## config.mk

```make
export PLATFORM = sky130hd
export DESIGN_NAME = demux_rr_dispatcher
export DESIGN_NICKNAME = d
export VERILOG_FILES = /design/src/rtl/demux_rr_dispatcher_pkg.sv /design/src/rtl/demux_rr_dispatcher_rr_pick4.sv /design/src/rtl/demux_rr_dispatcher.sv
export SDC_FILE = /design/constraint.sdc
export NUM_CORES = 1
export LEC_CHECK = 0
export ABC_AREA = 0
export CORE_AREA = 2 2 98 100
export CTS_CLUSTER_SIZE = 16
export DETAILED_ROUTE_END_ITERATION = 6
export DIE_AREA = 0 0 100 102
export PLACE_DENSITY = 0.73
export SYNTH_ARGS = -nofsm -noshare
export SYNTH_HDL_FRONTEND = slang
export SYNTH_SLANG_ARGS = --single-unit
```

## constraint.sdc

```tcl
create_clock -name clk -period 2.8 [get_ports clk]
set_clock_uncertainty 0.1 [all_clocks]
set_input_delay 0.56 -clock clk [delete_from_list [all_inputs] [get_ports clk]]
set_output_delay 0.56 -clock clk [all_outputs]
set_load 0.01 [all_outputs]
```

## src/rtl/demux_rr_dispatcher_pkg.sv

```systemverilog
// Shared constants and types for the 1-to-4 demultiplex dispatcher.
package demux_pkg;

    localparam int   N_CH       = 4;
    localparam int   SEL_W      = 2;
    localparam logic MODE_RR    = 1'b0;
    localparam logic MODE_FIXED = 1'b1;

    typedef enum logic {
        EMPTY = 1'b0,
        FULL  = 1'b1
    } state_t;

endpackage

```

## src/rtl/demux_rr_dispatcher_rr_pick4.sv

```systemverilog
// Rotating-priority picker: first set bit of mask scanning ptr+1, ptr+2, ... (mod 4).
module rr_pick4
    import demux_pkg::*;
(
    input  logic [SEL_W-1:0] ptr_i,
    input  logic [N_CH-1:0]  mask_i,
    output logic [SEL_W-1:0] grant_o,
    output logic             any_o
);

    logic [SEL_W-1:0] cand;

    // Scan from farthest to nearest so the nearest enabled channel overwrites the rest
    always_comb begin
        grant_o = '0;
        any_o   = 1'b0;
        cand    = '0;
        for (int k = N_CH; k >= 1; k--) begin
            cand = ptr_i + SEL_W'(k);
            if (mask_i[cand]) begin
                grant_o = cand;
                any_o   = 1'b1;
            end
        end
    end

endmodule

```

## src/rtl/demux_rr_dispatcher.sv

```systemverilog
// One-input, four-output dispatcher with a single registered output slot.
// Words go round-robin over enabled channels or to a fixed channel.
module demux_rr_dispatcher
    import demux_pkg::*;
#(
    parameter int DATA_W = 8,
    parameter int CNT_W  = 16
) (
    input  logic                  clk,
    input  logic                  rst,
    input  logic                  in_valid,
    output logic                  in_ready,
    input  logic [DATA_W-1:0]     in_data,
    input  logic                  cfg_mode,
    input  logic [SEL_W-1:0]      cfg_sel,
    input  logic [N_CH-1:0]       cfg_en,
    output logic [N_CH-1:0]       out_valid,
    input  logic [N_CH-1:0]       out_ready,
    output logic [DATA_W-1:0]     out_data,
    output logic [SEL_W-1:0]      out_sel,
    output logic [N_CH*CNT_W-1:0] cnt_dump
);

    state_t             state_q;
    logic [DATA_W-1:0]  data_q;
    logic [SEL_W-1:0]   sel_q;
    logic [N_CH-1:0]    valid_q;
    logic [SEL_W-1:0]   rr_ptr_q;
    logic [CNT_W-1:0]   cnt_q [N_CH];
    logic [CNT_W-1:0]   cnt_d [N_CH];

    logic [SEL_W-1:0]   rr_grant;
    logic               rr_any;
    logic [SEL_W-1:0]   target;
    logic               target_ok;
    logic               deliver;
    logic               accept;

    function automatic logic [CNT_W-1:0] sat_inc(input logic [CNT_W-1:0] v);
        return (&v) ? v : v + 1'b1;
    endfunction

    rr_pick4 u_pick (
        .ptr_i   (rr_ptr_q),
        .mask_i  (cfg_en),
        .grant_o (rr_grant),
        .any_o   (rr_any)
    );

    // Handshake decode; in_ready sees out_ready so a full slot can refill in the delivering cycle
    always_comb begin
        target    = (cfg_mode == MODE_FIXED) ? cfg_sel : rr_grant;
        target_ok = (cfg_mode == MODE_FIXED) | rr_any;
        deliver   = (state_q == FULL) & out_ready[sel_q];
        in_ready  = ((state_q == EMPTY) | deliver) & target_ok;
        accept    = in_valid & in_ready;
    end

    // Output-slot FSM; cfg is sampled only when a word is accepted
    always_ff @(posedge clk) begin
        if (rst) begin
            state_q  <= EMPTY;
            data_q   <= '0;
            sel_q    <= '0;
            valid_q  <= '0;
            rr_ptr_q <= SEL_W'(N_CH - 1);
        end else begin
            case (state_q)
                EMPTY: begin
                    if (accept) begin
                        state_q <= FULL;
                        data_q  <= in_data;
                        sel_q   <= target;
                        valid_q <= N_CH'(1) << target;
                        if (cfg_mode == MODE_RR) rr_ptr_q <= rr_grant;
                    end
                end
                FULL: begin
                    if (accept) begin
                        data_q  <= in_data;
                        sel_q   <= target;
                        valid_q <= N_CH'(1) << target;
                        if (cfg_mode == MODE_RR) rr_ptr_q <= rr_grant;
                    end else if (deliver) begin
                        state_q <= EMPTY;
                        valid_q <= '0;
                    end
                end
                default: begin
                    state_q <= EMPTY;
                    valid_q <= '0;
                end
            endcase
        end
    end

    // Next-state for the per-channel saturating delivery counters
    always_comb begin
        cnt_d = cnt_q;
        if (deliver) cnt_d[sel_q] = sat_inc(cnt_q[sel_q]);
    end

    // Delivery counter registers
    always_ff @(posedge clk) begin
        if (rst) begin
            for (int i = 0; i < N_CH; i++) cnt_q[i] <= '0;
        end else begin
            cnt_q <= cnt_d;
        end
    end

    for (genvar g = 0; g < N_CH; g++) begin : g_dump
        assign cnt_dump[g*CNT_W +: CNT_W] = cnt_q[g];
    end

    assign out_valid = valid_q;
    assign out_data  = data_q;
    assign out_sel   = sel_q;

endmodule
```

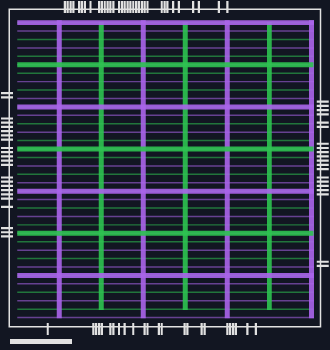
**Above:** power grid.
Scale bar: 20 microns. Pins as bars on the die edge.
net	color
VDD	green
VSS	purple
signal pins	101
met1 rails	36
rows	35
met5 straps	7
met4 straps	7

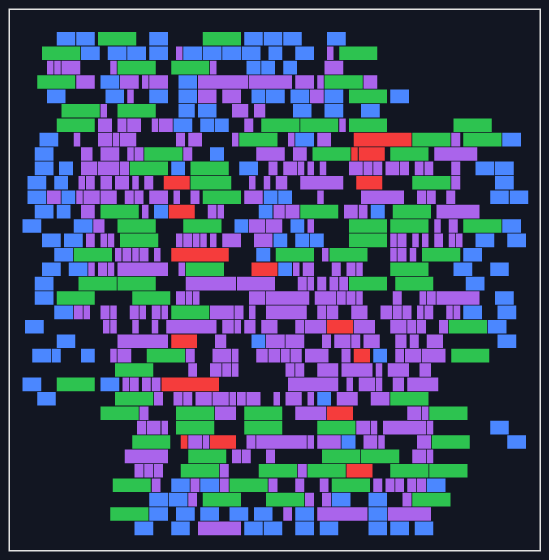
**Above:** cells colored by class.
class	color	cells
clock drivers and dummy loads	red	16
sequential cells	green	81
remaining logic cells	purple	310
remaining buffers and delay cells	blue	130

==> impl_metrics.toml <==
# synthesis and place-and-route metrics
[routing]
routed_wire_length_per_instance_microns = 17.8
route.final.wire_length_microns = 11500
drt_drc_violations_left = 0
route.met2.wl_microns = 5670
highest-signal-layer = "met4"
antenna_left = 0
dr_total_vias = 3736
drt-pass1-iter-count = 4
drtIter0Drc = 207
vias_per_cell = 5.77

[final_layout]
seq_cell_count = 81
inv_count = 4
drive_above_1_share = 0.158
final_util = 0.596
layout.cell_area.non_filler_sq_um = 5430
post_layout_nonfiller_instances = 648
comb_area_frac = 0.403
final_layout_top_logic_cell = "sky130_fd_sc_hd__clkdlybuf4s50_1"
layout_stage_area_growth_over_the_synthesis_result_pct = 35.8
buf_share = 0.225
comb_area_sq_um = 2190
n_antenna_cell = 0
sh_seq_area = 0.299
largest_cell_class = "multi-input combinational cells"
largest_reg_flops = 64
final-clk-cell-share = 0.0449
clock_buffer_count_in_the_final_layout = 12
final_nets = 555

[timing]
worst_hold_slack_ns = 0.380
layout_min_cycle_time_ns = 2.73
timing.final.hold_violations = 0
final_critical_path_setup_slack_ns = 0.0743
timing.setup.tns_ns = 0
final_max_slew_viol_count = 0
slew_at_the_pin_closest_to_its_max_slew_limit_ns = 0.648
fmaxAchievable_mhz = 367

[worst_hold_path]
min_from = "cnt_dump[20]"
hp-class = "flip-flop to flip-flop"
worstHoldEndpoint = "cnt_dump[20]"

[critical_path]
timing.rr.start = "out_sel[0]"
start_kind = "input pin"
path_delay_family = "buffers and inverters"
required_ns = 2.14
path_class = "input pin to primary output"
timing.reg2reg.worst_path_depth = 6
timing.critical_path.cells = "clkdlybuf4s50_1 > mux4_2 > nand2b_1 > o21a_1 > dlygate4sd2_1"
crit-reg2reg-capture = "cnt_dump[22]"
critPathCaptureType = "primary output"
critical_path_arrival_ns = 2.07
count_of_buffer_and_inverter_cells_on_the_critical_path = 2

[die]
floorplan.core_area_sq_um = 9110
die_extent_in_y_microns = 102
placementRows = 35
starting_density_of_the_core = 0.439
pin_count = 101
die.size.x_microns = 100

[global_routing]
grt-busiest-layer = "met2"
grt_overflow_total = 0
gr-usage-met2 = 0.397
globalRouteTotalUtil = 0.232
wire_length_of_the_first_global_routing_pass_microns = 18600

[placed_design]
placed_cells = 632
dpl_cell_area_sq_um = 5170

[run]
openroad.warnings = 26
count_of_maximum_capacitance_violations = 0

[yosys]
synth_async_sr_flop_share = 0
ys_cells = 423
ys_seq_elements = 81
synth.yosys.chip_area_sq_um = 4000
yosys_warnings = 0
synth.cells.most_frequent = "81 x sky130_fd_sc_hd__dfxtp_1, 50 x sky130_fd_sc_hd__a21oi_1, 48 x sky130_fd_sc_hd__nand2_1"
postSynthCellCount = 423
enable_flop_cells = 0
postSynthAreaPerCell_sq_um = 9.45
post_synth_instance_area_sq_um = 4000

[run_status]
result_of_the_run = "complete, no violations"

[power_and_ir_drop]
irDropWorstVdd_v = 0.000312
p_per_area_nw_per_um2 = 479

[clock_tree]
clk_pin_slew_worst_paths_ns = 0.08
cts-hold-fix-buffers = 0
clock_tree.htree_level_count = 3
tritoncts.num_buffers = 9
root_buffer = "sky130_fd_sc_hd__clkbuf_8"
cts_tree = "done"
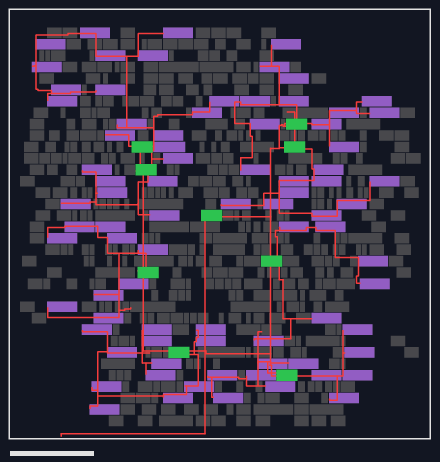
**Above:** clock distribution.
Scale bar: 20 microns.
[clock wires] red | length: 982 microns
[clock-net drivers] green | count: 9
[flip-flops] purple | count: 81
flops lie	spread over the die
clk ins delay skew pair: 0.36 ns
clock power share: 0.404
clk pwr: 1.05 mW

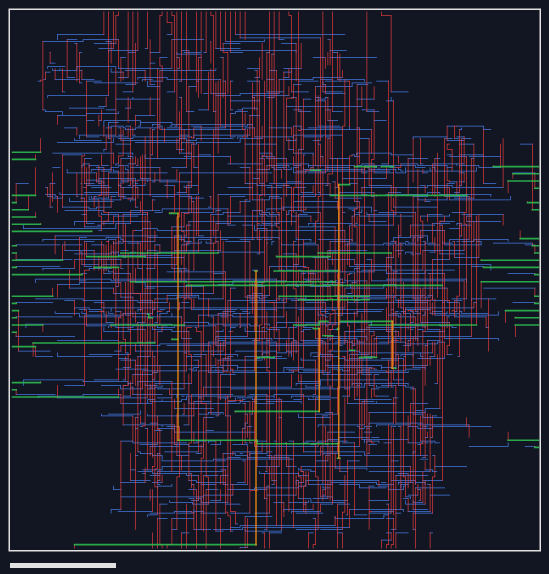
**Above:** routed metal, one color a layer.
Scale bar: 20 microns.
layer	color	wire length
M3	green	593 microns
M2	red	5670 microns
M1	blue	5110 microns
M4	orange	171 microns

worst max path at each step:
stage,from,cells past startpoint,endpoint
global placement,cfg_en[0],4,in_ready
floorplan,out_sel[0],9,cnt_dump[60]
finish,out_ready[3],5,in_ready
CTS,out_ready[3],5,in_ready
global route,out_sel[0],6,cnt_dump[54]
detailed placement,out_ready[3],5,in_ready
power by group:
group          switching (mW)  internal [mW]
clock                   0.428          0.621
combinational           0.168          0.172
sequential             0.0287           1.18
total                   0.625           1.98
kinds of logic after synthesis:
family                     synth area share
AOI/OAI and AO/OA                     0.197
xor gates and xnor gates             0.0106
adders and majority gates           0.00313
buffers and inverters                0.0513
DFF                                   0.406
muxes                                 0.142
and+or+nand+nor                       0.191
Power is estimated from default activity; no workload was simulated.
